===== src/rtl/spicart_bridge.sv =====
// SPI-slave (mode 0, active-high cs) to cartridge-bus bridge: cmd + address + data frames become
// single-clk cart_rd/cart_wr strobes, with burst/fixed addressing, read prefetch and sticky error flags.
module spicart_bridge #(
    parameter int ADDR_W      = 16,
    parameter int DUMMY_BYTES = 1,
    parameter int SYNC_STAGES = 2
) (
    input  logic              clk,
    input  logic              rst,
    input  logic              spi_mosi,
    output logic              spi_miso,
    input  logic              spi_sck,
    input  logic              spi_cs,
    output logic [7:0]        cart_dout,
    input  logic [7:0]        cart_din,
    output logic [ADDR_W-1:0] cart_a,
    output logic              cart_wr,
    output logic              cart_rd,
    input  logic              cart_busy,
    output logic              err_underrun,
    output logic              err_overrun,
    output logic              active
);
    localparam int         ADDR_BYTES = ADDR_W / 8;
    localparam logic [1:0] LAST_ADDR  = 2'(ADDR_BYTES - 1);
    localparam logic [1:0] LAST_DUMMY = 2'(DUMMY_BYTES - 1);

    typedef enum logic [2:0] {
        S_IDLE, S_CMD, S_ADDR, S_DUMMY, S_RDATA, S_WDATA, S_STAT, S_IGNORE
    } state_t;

    logic [SYNC_STAGES-1:0] sck_sync_q, mosi_sync_q, cs_sync_q;
    logic                   sck_prev_q, cs_prev_q, busy_prev_q;
    state_t                 state_q, state_d;
    logic [2:0]             bit_cnt_q, bit_cnt_d;
    logic [1:0]             byte_cnt_q, byte_cnt_d;
    logic [6:0]             rx_q, rx_d;
    logic [7:0]             tx_q, tx_d;
    logic                   fixed_q, fixed_d, is_read_q, is_read_d;
    logic [ADDR_W-1:0]      addr_q, addr_d;
    logic [7:0]             dout_q, dout_d, rdata_q, rdata_d;
    logic                   rd_q, rd_d, wr_q, wr_d;
    logic                   rd_pend_q, rd_pend_d, wr_pend_q, wr_pend_d;
    logic                   rd_inflight_q, rd_inflight_d, data_valid_q, data_valid_d;
    logic                   und_q, und_d, ovr_q, ovr_d;

    logic sck_s, mosi_s, cs_s, sck_rise, sck_fall, cs_rise, cs_fall, busy_fall, byte_done, can_issue;
    logic load_now, und_set, ovr_set;
    logic [7:0]        byte_val;
    logic [ADDR_W+7:0] addr_cat;

    assign sck_s     = sck_sync_q[SYNC_STAGES-1];
    assign mosi_s    = mosi_sync_q[SYNC_STAGES-1];
    assign cs_s      = cs_sync_q[SYNC_STAGES-1];
    assign sck_rise  = sck_s & ~sck_prev_q;
    assign sck_fall  = ~sck_s & sck_prev_q;
    assign cs_rise   = cs_s & ~cs_prev_q;
    assign cs_fall   = ~cs_s & cs_prev_q;
    assign busy_fall = busy_prev_q & ~cart_busy;
    assign byte_val  = {rx_q, mosi_s};
    assign byte_done = sck_rise && (bit_cnt_q == 3'd7);
    assign addr_cat  = {addr_q, byte_val};
    assign can_issue = !cart_busy && !rd_q && !wr_q && !cs_fall;

    // cs chain resets high so a frame cut by rst stays ignored until cs is seen low then high again.
    always_ff @(posedge clk or posedge rst) begin
        if (rst) begin
            sck_sync_q  <= '0;
            mosi_sync_q <= '0;
            cs_sync_q   <= '1;
            sck_prev_q  <= 1'b0;
            cs_prev_q   <= 1'b1;
            busy_prev_q <= 1'b0;
        end else begin
            sck_sync_q  <= {sck_sync_q[SYNC_STAGES-2:0], spi_sck};
            mosi_sync_q <= {mosi_sync_q[SYNC_STAGES-2:0], spi_mosi};
            cs_sync_q   <= {cs_sync_q[SYNC_STAGES-2:0], spi_cs};
            sck_prev_q  <= sck_s;
            cs_prev_q   <= cs_s;
            busy_prev_q <= cart_busy;
        end
    end

    always_comb begin
        state_d       = state_q;
        bit_cnt_d     = bit_cnt_q;
        byte_cnt_d    = byte_cnt_q;
        rx_d          = rx_q;
        tx_d          = tx_q;
        fixed_d       = fixed_q;
        is_read_d     = is_read_q;
        addr_d        = addr_q;
        dout_d        = dout_q;
        rdata_d       = rdata_q;
        rd_d          = 1'b0;
        wr_d          = 1'b0;
        rd_pend_d     = rd_pend_q;
        wr_pend_d     = wr_pend_q;
        rd_inflight_d = rd_inflight_q;
        data_valid_d  = data_valid_q;
        und_d         = und_q;
        ovr_d         = ovr_q;
        load_now      = 1'b0;
        und_set       = 1'b0;
        ovr_set       = 1'b0;

        if (sck_rise) begin
            rx_d      = byte_val[6:0];
            bit_cnt_d = bit_cnt_q + 3'd1;
        end
        // No shift on the fall right after a byte load, so the new MSB is presented for the next rise.
        if (sck_fall && bit_cnt_q != 3'd0)
            tx_d = {tx_q[6:0], 1'b0};

        // A capture that completes while a newer prefetch is queued belongs to an aborted frame.
        if (rd_inflight_q && busy_fall) begin
            rd_inflight_d = 1'b0;
            if (!rd_pend_q) begin
                rdata_d      = cart_din;
                data_valid_d = 1'b1;
            end
        end
        if (rd_pend_q && can_issue) begin
            rd_d          = 1'b1;
            rd_pend_d     = 1'b0;
            rd_inflight_d = 1'b1;
        end else if (wr_pend_q && can_issue) begin
            wr_d      = 1'b1;
            wr_pend_d = 1'b0;
        end
        if (wr_q && !fixed_q)
            addr_d = addr_q + 1'b1;

        case (state_q)
            S_IDLE: if (cs_rise) begin
                state_d      = S_CMD;
                bit_cnt_d    = 3'd0;
                byte_cnt_d   = 2'd0;
                data_valid_d = 1'b0;
            end
            S_CMD: if (byte_done) begin
                fixed_d    = byte_val[0];
                byte_cnt_d = 2'd0;
                case (byte_val[7:5])
                    3'b010:  begin state_d = S_ADDR; is_read_d = 1'b1; end
                    3'b101:  begin state_d = S_ADDR; is_read_d = 1'b0; end
                    3'b000:  begin state_d = S_STAT; tx_d = {6'b0, ovr_q, und_q}; end
                    default: state_d = S_IGNORE;
                endcase
            end
            S_ADDR: if (byte_done) begin
                addr_d     = addr_cat[ADDR_W-1:0];
                byte_cnt_d = byte_cnt_q + 2'd1;
                if (byte_cnt_q == LAST_ADDR) begin
                    byte_cnt_d = 2'd0;
                    if (is_read_q) begin
                        rd_pend_d = 1'b1;
                        state_d   = (DUMMY_BYTES == 0) ? S_RDATA : S_DUMMY;
                        load_now  = (DUMMY_BYTES == 0);
                    end else begin
                        state_d = S_WDATA;
                    end
                end
            end
            S_DUMMY: if (byte_done) begin
                byte_cnt_d = byte_cnt_q + 2'd1;
                if (byte_cnt_q == LAST_DUMMY) begin
                    state_d  = S_RDATA;
                    load_now = 1'b1;
                end
            end
            S_RDATA: if (byte_done) load_now = 1'b1;
            S_WDATA: if (byte_done) begin
                if (wr_pend_q || wr_q || cart_busy) begin
                    ovr_set = 1'b1;
                end else begin
                    dout_d    = byte_val;
                    wr_pend_d = 1'b1;
                end
            end
            S_STAT: if (byte_done) tx_d = 8'h00;
            default: ;
        endcase

        if (load_now) begin
            if (data_valid_q) begin
                tx_d         = rdata_q;
                data_valid_d = 1'b0;
                rd_pend_d    = 1'b1;
                if (!fixed_q)
                    addr_d = addr_q + 1'b1;
            end else begin
                tx_d    = 8'hFF;
                und_set = 1'b1;
            end
        end

        if (cs_fall) begin
            state_d      = S_IDLE;
            rd_pend_d    = 1'b0;
            wr_pend_d    = 1'b0;
            data_valid_d = 1'b0;
            if (state_q == S_STAT) begin
                und_d = 1'b0;
                ovr_d = 1'b0;
            end
        end
        if (und_set) und_d = 1'b1;
        if (ovr_set) ovr_d = 1'b1;
    end

    always_ff @(posedge clk or posedge rst) begin
        if (rst) begin
            state_q       <= S_IDLE;
            bit_cnt_q     <= 3'd0;
            byte_cnt_q    <= 2'd0;
            rx_q          <= 7'd0;
            tx_q          <= 8'd0;
            fixed_q       <= 1'b0;
            is_read_q     <= 1'b0;
            addr_q        <= '0;
            dout_q        <= 8'd0;
            rdata_q       <= 8'd0;
            rd_q          <= 1'b0;
            wr_q          <= 1'b0;
            rd_pend_q     <= 1'b0;
            wr_pend_q     <= 1'b0;
            rd_inflight_q <= 1'b0;
            data_valid_q  <= 1'b0;
            und_q         <= 1'b0;
            ovr_q         <= 1'b0;
        end else begin
            state_q       <= state_d;
            bit_cnt_q     <= bit_cnt_d;
            byte_cnt_q    <= byte_cnt_d;
            rx_q          <= rx_d;
            tx_q          <= tx_d;
            fixed_q       <= fixed_d;
            is_read_q     <= is_read_d;
            addr_q        <= addr_d;
            dout_q        <= dout_d;
            rdata_q       <= rdata_d;
            rd_q          <= rd_d;
            wr_q          <= wr_d;
            rd_pend_q     <= rd_pend_d;
            wr_pend_q     <= wr_pend_d;
            rd_inflight_q <= rd_inflight_d;
            data_valid_q  <= data_valid_d;
            und_q         <= und_d;
            ovr_q         <= ovr_d;
        end
    end

    assign cart_a       = addr_q;
    assign cart_dout    = dout_q;
    assign cart_rd      = rd_q;
    assign cart_wr      = wr_q;
    assign err_underrun = und_q;
    assign err_overrun  = ovr_q;
    assign active       = (state_q != S_IDLE);
    assign spi_miso     = spi_cs && ((state_q == S_RDATA) || (state_q == S_STAT)) && tx_q[7];
endmodule

===== config.mk =====
export PLATFORM = sky130hd
export DESIGN_NAME = spicart_bridge
export DESIGN_NICKNAME = d
export VERILOG_FILES = /design/src/rtl/spicart_bridge.sv
export SDC_FILE = /design/constraint.sdc
export NUM_CORES = 1
export LEC_CHECK = 0
export CORE_MARGIN = 1.5
export CORE_UTILIZATION = 25
export DETAILED_ROUTE_END_ITERATION = 6
export DONT_BUFFER_PORTS = 1
export PLACE_DENSITY_LB_ADDON = 0.25
export SLEW_MARGIN = 30
export SYNTH_ARGS = -nofsm -noshare
export SYNTH_HDL_FRONTEND = slang
export SYNTH_SLANG_ARGS = --single-unit

===== constraint.sdc =====
create_clock -name clk -period 2.6 [get_ports clk]
set_clock_uncertainty 0.05 [all_clocks]
set_input_delay 0.78 -clock clk [delete_from_list [all_inputs] [get_ports clk]]
set_output_delay 0.78 -clock clk [all_outputs]
set_load 0.02 [all_outputs]

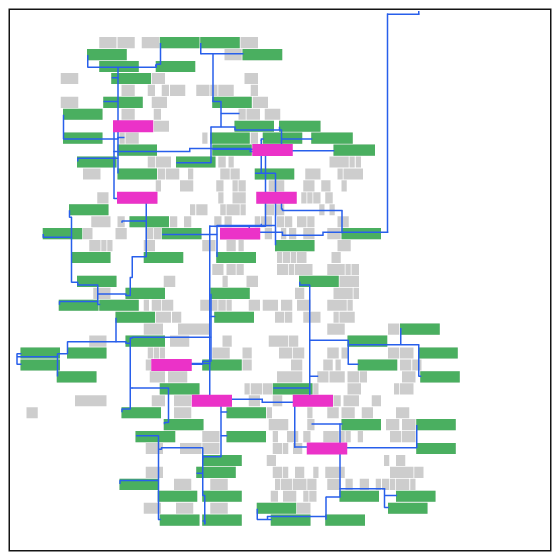
Run 1: clock wires, drivers and flops
Magenta stands for cells driving clock nets, count 9. Blue stands for clock wires, length 1020 um. Green stands for flip-flops, count 74.
There are 10 routed clock nets.

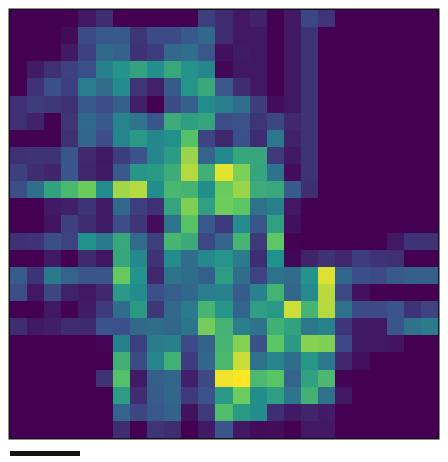
Run 1: signal metal coverage by tile
Scale bar: 20 um. The die is cut into 25 by 25 equal tiles; dark purple is low, yellow is high, scaled to the fullest tile. Values are wire area over tile area, all layers added.
34% of the tiles are nearly empty. The emptiest ninth of the die: upper right. The densest ninth of the die: centre.

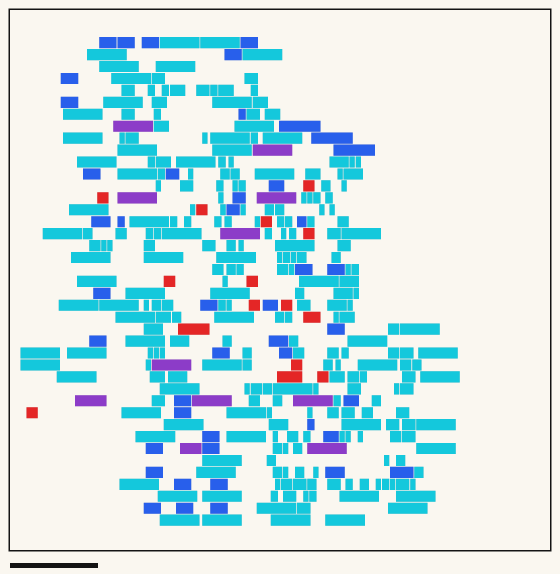
Run 1: drive-strength map
Scale bar: 20 um.
Blue stands for drive 2, cells 45, share 13%. Cyan stands for drive 1 or less, cells 264, share 79%. Red stands for drive 3 to 4, cells 15, share 4.5%. Purple stands for drive 6 and up, cells 11, share 3.3%.

==> results.json, run 1 <==
{
  "status": "complete, no violations",
  "top_area_share_pct": 49.32,
  "common_cells": "dfrtp_1 (71), nor2_1 (30), mux2_2 (26)",
  "drtAntennaViolNets": 0,
  "cp.depth": 5,
  "placed_cells": 499,
  "path_buffers": 0,
  "numCtsBuffers": 9,
  "comb_area_um2": 1640,
  "num-nonclk-buffers": 10,
  "startpoint_type": "flip-flop",
  "area_leaders": "dfrtp_1 (49%), mux2_2 (8.1%), ha_1 (3.1%)",
  "worstPathMaxFanout": 16,
  "fin_tns_setup_ns": 0,
  "use_met3_pct": 3.690,
  "synth_cells": 322,
  "yosysWarningCount": 0,
  "cp_slowest_cell": "dfrtp_1",
  "final_cells": 515,
  "viasPerCell": 4.926,
  "final-hold-violation-count": 0,
  "endpoint_kind": "flip-flop",
  "power.switching_mw": 1.208,
  "tightest_slew_ns": 0.5738,
  "met1Wirelength_mm": 3.843,
  "slowest_delay_ns": 0.55,
  "worst_path_dominant_cell_family": "AND-OR/OR-AND gates",
  "synthAoiAreaFrac_pct": 15.91,
  "syn_to_final_growth_pct": 14.76,
  "p_leak_nw": 1.786,
  "synth-adder-area-share_pct": 3.126,
  "r2r_slack_ns": 0.31,
  "yosysTopAreaCell": "dfrtp_1",
  "port_buffers": 0,
  "synthTopLogicFamily": "AND-OR/OR-AND gates",
  "fp.dieW_um": 123.0,
  "post_cts_resized": 0,
  "final_area_um2": 4134,
  "layout.cells.most_common_list": "dfrtp_1 (71), nor2_1 (30), mux2_2 (26)",
  "finalCriticalPeriod_ns": 2.288,
  "pg_comb_uw": 768,
  "warnings": 30,
  "drt_iter0_markers": 131,
  "rows": 43,
  "drc": 0,
  "clock_sinks": 74,
  "holdCritPathClass": "primary input to asynchronous set/reset pin",
  "finalPower_mw": 3.646,
  "clk_share_pct": 6.598,
  "report.final.slew_viol_count": 0,
  "flop_cell": "dfrtp_1",
  "dr_wl_met2_mm": 3.886,
  "rsz0062_at_grt": "false",
  "grt_pass1_wl_mm": 14.02,
  "use_met2_pct": 18.33,
  "p_int_mw": 2.438,
  "fin_nets": 353,
  "syn-cell-area_um2": 3602,
  "clockPowerShare_pct": 31.0,
  "clk_pin_slew_ns": 0.06,
  "setup_viol": 0,
  "top_usage_layer": "met2",
  "tap_cells": 180,
  "simple_gate_area_share_pct": 15.07,
  "ios": 44,
  "floorplan.core_util_pct": 25.75,
  "utilization_pct": 29.55,
  "grtUsageTotal_pct": 11.99,
  "cts_buffer_depth": 2,
  "worst_hold_slack_ns": 0.2807,
  "route.final.wire_length_mm": 8.313
}
==> run 2, diff against run 1 <==
--- a/config.mk
+++ b/config.mk
@@ -5,6 +5,8 @@
 export SDC_FILE = /design/constraint.sdc
 export NUM_CORES = 1
 export LEC_CHECK = 0
+export CELL_PAD_IN_SITES_DETAIL_PLACEMENT = 1
+export CELL_PAD_IN_SITES_GLOBAL_PLACEMENT = 2
 export CORE_MARGIN = 1.5
 export CORE_UTILIZATION = 25
 export DETAILED_ROUTE_END_ITERATION = 6
==> run 2 against run 1 <==
Fmax fell by 1.4%. Routed wire length rose by 7.9%. Register-to-register slack improved by 0.02 ns. Setup slack got worse by 0.033 ns. First-iteration DRC count fell by 24%. Sequential share of layout area fell by 0.31 points. Core utilization rose by 0.21 points. Global-route usage rose by 1.4 points. Critical path depth fell by 2. Via count rose by 0.75%.
==> results.json, run 2 <==
{
  "antenna_found_initial": 0,
  "endpoint": "active",
  "yosysWarningCount": 0,
  "worst_hold_slack_ns": 0.3026,
  "holdCritPathClass": "flip-flop to flip-flop",
  "placed_cells": 501,
  "clk_pin_slew_ns": 0.06,
  "rsz0062_at_grt": "false",
  "dp_hpwl_mm": 6.264,
  "dieArea_um2": 15140,
  "startpoint_type": "flip-flop",
  "drc": 0,
  "cts_buffer_depth": 2,
  "synth_cells": 322,
  "drtAntennaViolNets": 0,
  "worst_path_dominant_cell_family": "flip-flops",
  "warnings": 30,
  "ys_seq_share_pct": 51.51,
  "ff_latch_area_um2": 1856,
  "use_met3_pct": 3.875,
  "worstPathMaxFanout": 13,
  "top_usage_layer": "met2",
  "viasPerCell": 4.953,
  "cellPowerDensity_nw_per_um2": 904.8,
  "use_met2_pct": 20.38,
  "pg_comb_uw": 854,
  "numCtsBuffers": 9,
  "endpoint_kind": "primary output",
  "status": "complete, no violations",
  "report.final.slew_viol_count": 0,
  "cp_slowest_cell": "dfrtp_1",
  "pre_cts_ws_ns": 0.3119,
  "cp.depth": 3,
  "grtUsageTotal_pct": 13.39,
  "syn-cell-area_um2": 3602,
  "port_buffers": 0,
  "met1Wirelength_mm": 4.376,
  "syn_to_final_growth_pct": 15.56,
  "setup_viol": 0,
  "clock_sinks": 74,
  "synthAoiAreaFrac_pct": 15.91,
  "clk_share_pct": 6.883,
  "powerClk_mw": 1.22,
  "tap_cells": 180,
  "p_int_mw": 2.530,
  "ys_ff": 74,
  "route.final.wire_length_mm": 8.966,
  "num-nonclk-buffers": 12,
  "area_leaders": "dfrtp_1 (49%), mux2_2 (8.1%), ha_1 (3.1%)",
  "fin_tns_setup_ns": 0,
  "drive_gt1_share_pct": 21.13,
  "post_cts_resized": 0,
  "ios": 44,
  "comb_share_pct": 39.40,
  "final_cells": 516,
  "comb_area_um2": 1640,
  "finalCriticalPeriod_ns": 2.321,
  "utilization_pct": 29.76,
  "rows": 43,
  "path_buffers": 2,
  "tightest_slew_ns": 0.5863,
  "grt_pass1_wl_mm": 15.32,
  "place_congestion": 0.7218,
  "dr_wl_met2_mm": 4.132,
  "final-hold-violation-count": 0,
  "yosysTopAreaCell": "dfrtp_1",
  "flop_cell": "dfrtp_1",
  "layout.cells.most_common_list": "dfrtp_1 (71), nor2_1 (30), mux2_2 (26)",
  "grtUsageMet1_pct": 18.13,
  "synth.net_count": 345,
  "synth-adder-area-share_pct": 3.126,
  "fp.dieW_um": 123.0,
  "final_area_um2": 4163,
  "simple_gate_area_share_pct": 15.07,
  "common_cells": "dfrtp_1 (71), nor2_1 (30), mux2_2 (26)",
  "p_leak_nw": 1.795,
  "slowest_delay_ns": 0.40,
  "fin_nets": 355,
  "synthTopLogicFamily": "AND-OR/OR-AND gates",
  "power.switching_mw": 1.237,
  "top_area_share_pct": 49.32,
  "pg_seq_mw": 1.69,
  "worstSetupStartpoint": "state_q[2]",
  "max_freq_mhz": 430.8
}
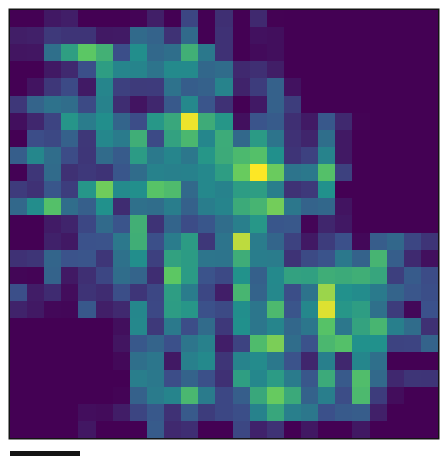
Run 2: signal metal coverage by tile
Scale bar: 20 um. The die is cut into 25 by 25 equal tiles; dark purple is low, yellow is high, scaled to the fullest tile. Values are wire area over tile area, all layers added.
The mean over all tiles is 0.091. The fullest tile reaches 0.38. The densest ninth of the die: centre. 28% of the tiles are nearly empty.

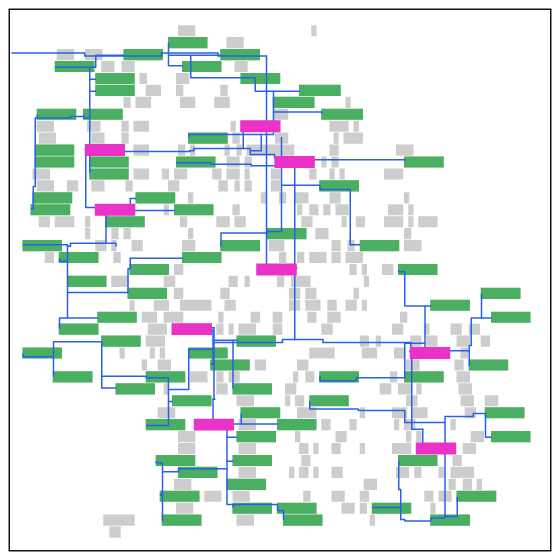
Run 2: clock wires, drivers and flops
Worst-Skew Late Latency: 0.34 ns
clock share of power: 32.4%

==> run 3, diff against run 2 <==
--- a/config.mk
+++ b/config.mk
@@ -9,6 +9,7 @@
 export CELL_PAD_IN_SITES_GLOBAL_PLACEMENT = 2
 export CORE_MARGIN = 1.5
 export CORE_UTILIZATION = 25
+export CTS_BUF_LIST = sky130_fd_sc_hd__clkbuf_2
 export DETAILED_ROUTE_END_ITERATION = 6
 export DONT_BUFFER_PORTS = 1
 export PLACE_DENSITY_LB_ADDON = 0.25
==> run 3 against run 2 <==
Die area unchanged. Clock power decreased by 46%. Non-clock buffer count is the same. Routed wire length is 0.12% higher. Core utilization shrank 1.2 points. Via count fell by 0.16%. Power decreased by 15%. Setup slack worse by 0.12 ns. Design area decreased by 4.1%. Sequential power is essentially flat. Largest power group unchanged.
==> results.json, run 3 <==
{
  "fin_tns_setup_ns": 0,
  "pg_seq_mw": 1.69,
  "ys_ff": 74,
  "worstPathMaxFanout": 13,
  "insertion_delay_ns": 0.56,
  "clock_sinks": 74,
  "slowest_delay_ns": 0.45,
  "syn-cell-area_um2": 3602,
  "endpoint": "active",
  "synthAoiAreaFrac_pct": 15.91,
  "status": "complete, no violations",
  "syn_to_final_growth_pct": 10.77,
  "powerClk_uw": 657,
  "top_usage_layer": "met2",
  "synth_cells": 322,
  "clk_pin_slew_ns": 0.21,
  "max_freq_mhz": 410.2,
  "use_met2_pct": 20.59,
  "worst_path_dominant_cell_family": "flip-flops",
  "num-nonclk-buffers": 12,
  "warnings": 30,
  "ys_cells": 322,
  "ios": 44,
  "port_buffers": 0,
  "cp_slowest_cell": "dfrtp_1",
  "post_cts_resized": 1,
  "yosysTopAreaCell": "dfrtp_1",
  "fin_nets": 355,
  "pg_comb_uw": 859,
  "comb_area_um2": 1645,
  "clk_share_pct": 2.728,
  "common_cells": "dfrtp_1 (71), nor2_1 (30), mux2_2 (26)",
  "use_met3_pct": 3.736,
  "drive_gt1_share_pct": 22.02,
  "flop_cell": "dfrtp_1",
  "dr_wl_met2_mm": 4.123,
  "met1Wirelength_mm": 4.369,
  "final-hold-violation-count": 0,
  "top_area_share_pct": 49.32,
  "report.final.slew_viol_count": 0,
  "clockPowerShare_pct": 20.5,
  "synthTopLogicFamily": "AND-OR/OR-AND gates",
  "place_congestion": 0.7218,
  "path_buffers": 2,
  "dp_hpwl_mm": 6.264,
  "tightest_slew_ns": 0.6014,
  "endpoint_kind": "primary output",
  "setup_viol": 0,
  "holdCritPathClass": "primary input to asynchronous set/reset pin",
  "antenna_found_initial": 0,
  "utilization_pct": 28.52,
  "cp.depth": 3,
  "design.seq.count": 74,
  "fp.dieW_um": 123.0,
  "area_leaders": "dfrtp_1 (49%), mux2_2 (8.1%), ha_1 (3.1%)",
  "drc": 0,
  "rsz0062_at_grt": "false",
  "simple_gate_area_share_pct": 15.07,
  "ff_latch_area_um2": 1856,
  "finalCriticalPeriod_ns": 2.438,
  "synth.net_count": 345,
  "tap_cells": 180,
  "layout.cells.most_common_list": "dfrtp_1 (71), nor2_1 (30), mux2_2 (26)",
  "worst_hold_slack_ns": 0.1152,
  "startpoint_type": "flip-flop",
  "synth-adder-area-share_pct": 3.126,
  "worstSetupStartpoint": "state_q[2]",
  "nFillCells": 1591,
  "dieArea_um2": 15140,
  "power.switching_mw": 1.190,
  "ys_seq_share_pct": 51.51,
  "p_leak_nw": 1.729,
  "placed_cells": 501,
  "route.final.wire_length_mm": 8.977,
  "numCtsBuffers": 9,
  "cellPowerDensity_nw_per_um2": 802.8,
  "grtUsageTotal_pct": 13.40,
  "drtAntennaViolNets": 0
}
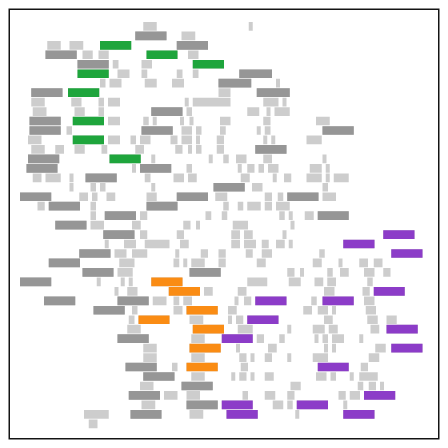
Run 3: where the registers sit
Other sequential cells in the stronger grey, the rest of the logic in the fainter grey.
Orange stands for rx_q, sequential cells 7, where bottom centre. Purple stands for cart_a, sequential cells 16. Green stands for tx_q, sequential cells 8, where upper left.

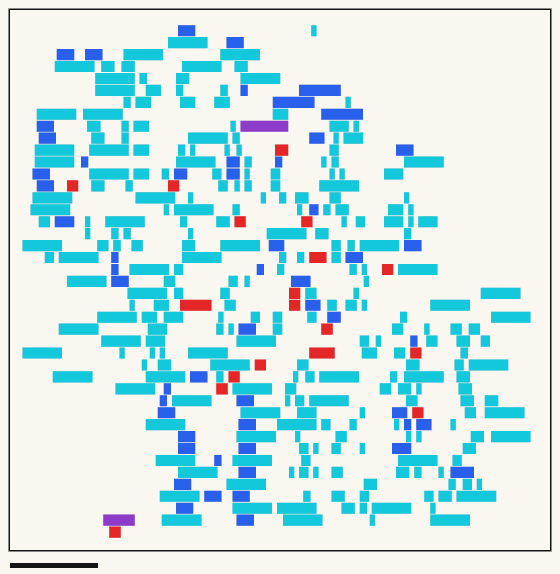
Run 3: drive-strength map
Scale bar: 20 um.
Red stands for drive 3 to 4, cells 18, share 5.4%. Blue stands for drive 2, cells 54, share 16%. Purple stands for drive 6 and up, cells 2, share 0.60%. Cyan stands for drive 1 or less, cells 262, share 78%.

No activity file was given, so power comes from the tool's default toggle rates.
